Fig. 1: local utilization
Drawn at 1.5 px/um. The die is cut into 16 by 16 equal tiles; white is low, dark blue is high, 0 to 100% covered.
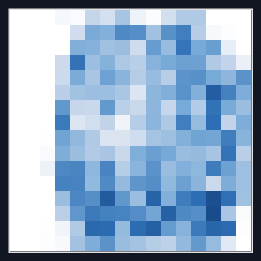
Fig. 2: metal 4
Drawn at 2 px/um.
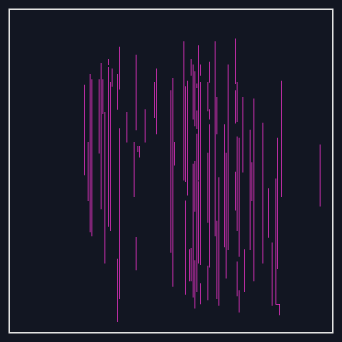
Fig. 3: floorplan with the power grid
Drawn at 3 px/um. Pins as bars on the die edge.
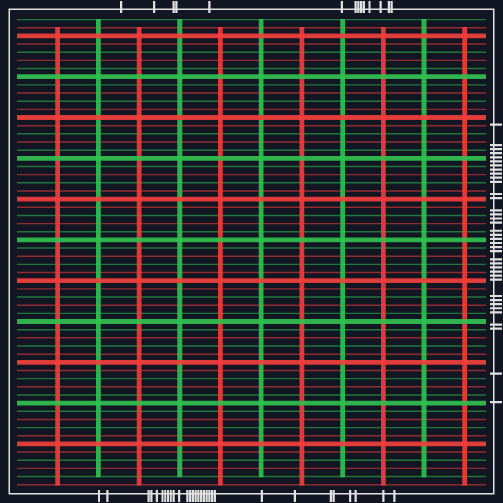
===== config.mk =====
export PLATFORM = sky130hd
export DESIGN_NAME = pipelined_shifter
export DESIGN_NICKNAME = d
export VERILOG_FILES = /design/src/rtl/pipelined_shifter.sv
export SDC_FILE = /design/constraint.sdc
export NUM_CORES = 1
export LEC_CHECK = 0
export CAP_MARGIN = 20
export CORE_MARGIN = 2
export CORE_UTILIZATION = 30
export DETAILED_ROUTE_END_ITERATION = 6
export SYNTH_ARGS = -nofsm -noshare
export SYNTH_HDL_FRONTEND = slang
export SYNTH_SLANG_ARGS = --single-unit

===== constraint.sdc =====
create_clock -name clk -period 4.2 [get_ports clk]
set_input_delay 1.26 -clock clk [delete_from_list [all_inputs] [get_ports clk]]
set_output_delay 1.26 -clock clk [all_outputs]
set_load 0.005 [all_outputs]

===== src/rtl/pipelined_shifter.sv =====
// Registered multi-mode barrel shifter (LSL/LSR/ASR/ROL/ROR) with valid/ready handshake.
// Define SHIFTER_PIPE2_EN to split the shift over two registered stages (latency 2).
module pipelined_shifter #(
    parameter int WIDTH = 32,
    parameter int SHW   = $clog2(WIDTH)
) (
    input  logic             clk,
    input  logic             rst_n,
    input  logic             in_valid,
    output logic             in_ready,
    input  logic [WIDTH-1:0] a,
    input  logic [SHW-1:0]   sh,
    input  logic [2:0]       mode,
    output logic             out_valid,
    input  logic             out_ready,
    output logic [WIDTH-1:0] result,
    output logic             lco,
    output logic             rco,
    output logic             zero,
    output logic             mode_err
);

    localparam logic [2:0] M_LSL = 3'b000;
    localparam logic [2:0] M_LSR = 3'b001;
    localparam logic [2:0] M_ASR = 3'b010;
    localparam logic [2:0] M_ROL = 3'b011;
    localparam logic [2:0] M_ROR = 3'b100;

    function automatic logic [WIDTH-1:0] shift_val(input logic [WIDTH-1:0] v,
                                                   input logic [SHW-1:0]   n,
                                                   input logic [2:0]       m);
        logic [2*WIDTH-1:0] d;
        d         = '0;
        shift_val = v;
        case (m)
            M_LSL: shift_val = v << n;
            M_LSR: shift_val = v >> n;
            M_ASR: shift_val = $signed(v) >>> n;
            M_ROL: begin
                d         = {v, v} << n;
                shift_val = d[2*WIDTH-1:WIDTH];
            end
            M_ROR: begin
                d         = {v, v} >> n;
                shift_val = d[WIDTH-1:0];
            end
            default: shift_val = v;
        endcase
    endfunction

    // Carries depend only on the operand and the full shift amount, so they are
    // resolved at accept time and ride with the beat.
    logic [SHW-1:0] lidx;
    logic [SHW-1:0] ridx;
    logic           lco_c;
    logic           rco_c;
    logic           err_c;

    always_comb begin
        lidx  = '0 - sh;
        ridx  = sh - SHW'(1);
        lco_c = 1'b0;
        rco_c = 1'b0;
        err_c = (mode > M_ROR);
        if (sh != '0) begin
            case (mode)
                M_LSL, M_ROL:        lco_c = a[lidx];
                M_LSR, M_ASR, M_ROR: rco_c = a[ridx];
                default: ;
            endcase
        end
    end

    assign zero = (result == '0);

`ifdef SHIFTER_PIPE2_EN
    localparam int             LO     = SHW / 2;
    localparam logic [SHW-1:0] LOMASK = SHW'((1 << LO) - 1);

    logic             s1_valid;
    logic [WIDTH-1:0] s1_data;
    logic [SHW-1:0]   s1_n2;
    logic [2:0]       s1_mode;
    logic             s1_lco;
    logic             s1_rco;
    logic             s1_err;
    logic             s2_adv;

    assign s2_adv   = !out_valid | out_ready;
    assign in_ready = !s1_valid | s2_adv;

    // Stage 1 applies the upper shift bits; the lower bits are kept for stage 2.
    always_ff @(posedge clk or negedge rst_n) begin
        if (!rst_n) begin
            s1_valid <= 1'b0;
            s1_data  <= '0;
            s1_n2    <= '0;
            s1_mode  <= '0;
            s1_lco   <= 1'b0;
            s1_rco   <= 1'b0;
            s1_err   <= 1'b0;
        end else if (in_ready) begin
            s1_valid <= in_valid;
            if (in_valid) begin
                s1_data <= shift_val(a, sh & ~LOMASK, mode);
                s1_n2   <= sh & LOMASK;
                s1_mode <= mode;
                s1_lco  <= lco_c;
                s1_rco  <= rco_c;
                s1_err  <= err_c;
            end
        end
    end

    always_ff @(posedge clk or negedge rst_n) begin
        if (!rst_n) begin
            out_valid <= 1'b0;
            result    <= '0;
            lco       <= 1'b0;
            rco       <= 1'b0;
            mode_err  <= 1'b0;
        end else if (s2_adv) begin
            out_valid <= s1_valid;
            if (s1_valid) begin
                result   <= shift_val(s1_data, s1_n2, s1_mode);
                lco      <= s1_lco;
                rco      <= s1_rco;
                mode_err <= s1_err;
            end
        end
    end
`else
    assign in_ready = !out_valid | out_ready;

    always_ff @(posedge clk or negedge rst_n) begin
        if (!rst_n) begin
            out_valid <= 1'b0;
            result    <= '0;
            lco       <= 1'b0;
            rco       <= 1'b0;
            mode_err  <= 1'b0;
        end else if (in_valid && in_ready) begin
            out_valid <= 1'b1;
            result    <= shift_val(a, sh, mode);
            lco       <= lco_c;
            rco       <= rco_c;
            mode_err  <= err_c;
        end else if (out_ready) begin
            out_valid <= 1'b0;
        end
    end
`endif

endmodule


==> impl_report.txt <==
PHYSICAL IMPLEMENTATION REPORT
----------------------------------------------------
[Floorplanning]
  X dimension of the die ........................ roughly 160 um
  Die Height ........................ around 160 um
  Initial standard-cell utilization of the core ........................ a little under a third
  Area of the core ........................ between 0.02 and 0.025 sq mm
  Number of top-level pins ........................ 82

[Synthesis]
  Net count of the mapped netlist ........................ 992
  Yosys xor share ........................ less than 1%
  Combinational family with the most area after synthesis ........................ AND-OR/OR-AND gates
  Most numerous cell in the Yosys netlist ........................ nand2_1
  Yosys warnings ........................ 0
  Compound-gate portion of the synthesized area ........................ about a third
  Adder-cell share of the synthesized area ........................ less than 1%
  Average cell area after synthesis ........................ about 8 sq um
  Cell count listed in synth_stat.txt ........................ between 900 and 1000
  Chip area line of the yosys report ........................ between 0.007 and 0.008 sq mm
  Largest area contributor in the synthesized netlist ........................ mux4_2
  Async set or reset register ratio after synthesis ........................ 100.0%
  Basic Gates by Area ........................ roughly 17%
  Primary FF master, synth ........................ dfrtp_1

[Final timing]
  Final Hold Slack ........................ 482.8 ps
  Slew Limit Headroom ........................ 34.98%
  Fmax ........................ 245.7 MHz
  Final worst path period share ........................ 96.91%
  Fin Setup TNS ........................ 0 ps
  Final Hold Fails ........................ 0
  Crit path setup slack, layout ........................ between 100 and 150 ps
  Final Slew Violations ........................ 0

[Routing]
  Detail Route met2 WL ........................ 18.77 mm
  DRT iter0 DRCs ........................ just under 2000
  Number of antenna-violating nets in the routed design ........................ 0
  Post-detailed-route DRC marker count ........................ 0
  Aggregate routed wire length ........................ between 40 and 50 mm
  Via count ........................ between 9000 and 10000
  Via density per instance ........................ between 6 and 7
  1st-pass router iterations ........................ 7
  Routed metal-1 wire length ........................ roughly 17 mm
  Routed wire length on met3 ........................ 5.952 mm
  Routed length per placed instance ........................ approximately 32 um
  Highest routed metal layer ........................ met4

[CTS]
  TritonCTS clock tree ........................ yes
  Number of buffers created by CTS ........................ 5
  Clk slew on worst S/H paths ........................ 60 ps
  Clock H-tree levels ........................ 2
  Post-CTS setup-driven buffer insertion count ........................ 0
  Later-pin clock latency in the skew report ........................ roughly 280 ps
  Clock buffer depth ........................ 2
  CTS root buffer ........................ clkbuf_16
  # hold bufs at CTS ........................ 0

[Layout]
  Final Instance Area ........................ ~0.0094 sq mm
  Post-layout util ........................ about two fifths
  Most used logic cell in the final layout ........................ buf_4
  Most frequent cells in the layout ........................ buf_4 (151), nand2_1 (90), nor2_1 (89)
  Layout net count ........................ ~1100

[GRT]
  Met2 Use GR ........................ 49.20%
  Via count of the first global-routing pass ........................ approximately 8900
  Routing usage on met1 ........................ between 40 and 50%
  Global-route wire length before repair ........................ between 60 and 70 mm
  Remaining Overflow, GRT ........................ 0
  Antenna violations before repair ........................ 1
  Global-route track usage on met3 ........................ 9.866%
  Busiest metal layer after global routing ........................ met2

[Power and ir drop]
  Overall power consumption ........................ around 0.0022 W
  Internal power summed over all cells ........................ about 0.0012 W
  Power per cell area ........................ roughly 240 mW/mm^2
  Switching power as a share of total power ........................ 44.98%
  Fraction of power consumed by combinational cells ........................ approximately three fifths
  Total clock network power ........................ 0.000377 W
  Combinational Power ........................ about 0.0014 W

[Critical path]
  Worst R2R Setup Slack ........................ 1940 ps
  Start-to-end type of the worst setup path ........................ in -> reg
  Worst Setup SP ........................ a[29]
  Nature of the critical path endpoint ........................ register
  Critical register-to-register path startpoint ........................ out_valid$_DFFE_PN0P_
  Cells along the critical path ........................ clkdlybuf4s50_1 > mux2_1 > a22o_1 > a31oi_1 > buf_4 > o22a_1 > nor2_1 > nor4_1 > a31oi_1
  Signal arrival time at the worst endpoint ........................ approximately 4200 ps
  Crit path top cell by count ........................ a31oi_1
  Worst reg2reg endpoint ........................ result[28]$_DFFE_PN0P_
  Critical Path Slowest Stage Cell ........................ clkdlybuf4s50_1
  End point of the critical path ........................ result[28]$_DFFE_PN0P_
  Cell count of the worst reg-to-reg path ........................ 6
  Endpoint required time on the critical path ........................ about 4300 ps

[Placed design]
  HPWL Detailed ........................ 35.91 mm
  Number of buffers inserted by port buffering ........................ 81
  Cell Area, Placed ........................ about 0.0093 sq mm

[Worst hold path]
  Critical hold path startpoint ........................ mode_err$_DFFE_PN0P_
  Hold crit path type ........................ reg -> reg
  End point of the worst hold path ........................ mode_err$_DFFE_PN0P_

[Flow run]
  Number of max-capacitance violations reported ........................ 0

[Outcome]
  Outcome ........................ finished clean

----------------------------------------------------
Notes on Fig. 1 above:
tiles over 75% full	5.5%
densest ninth of the die	bottom center
emptiest ninth of the die	upper left
nearly empty tiles	22%

Notes on Fig. 2 above:
share of all routed wire	7.2%
wire length on this layer	3230 um

Notes on Fig. 3 above:
net	color
VSS	red
VDD	green
rows	57
met4 straps	11
met1 rails	58
signal pins	82
met5 straps	11

-- critical path, delay by kind of cell --
family	cells	cell delay, ps
compound gates	4	750
buf+inv	2	920
mux	1	490
simple gates	2	780
-- cell type report --
cell class                      instances  area (sq um)
Clock buffer                            6         138.9
Timing Repair Buffer                  233          1964
Fill cell                            2526         14810
Multi-Input combinational cell        797          5979
Sequential cell                        36         900.9
Tap cell                              324         405.4
Inverter                               10         37.54
Clock inverter                          2         15.01
-- logic make-up (layout without fill, tap and decap cells) --
kind of cell | Yosys count | in the layout
xor gates and xnor gates | 6 | 6
DFF | 36 | 36
buffers and inverters | 113 | 251
adders and majority gates | 2 | 2
muxes | 158 | 158
and+or+nand+nor | 275 | 275
AOI/OAI and AO/OA | 356 | 356
Power and IR drop assume default switching activity.
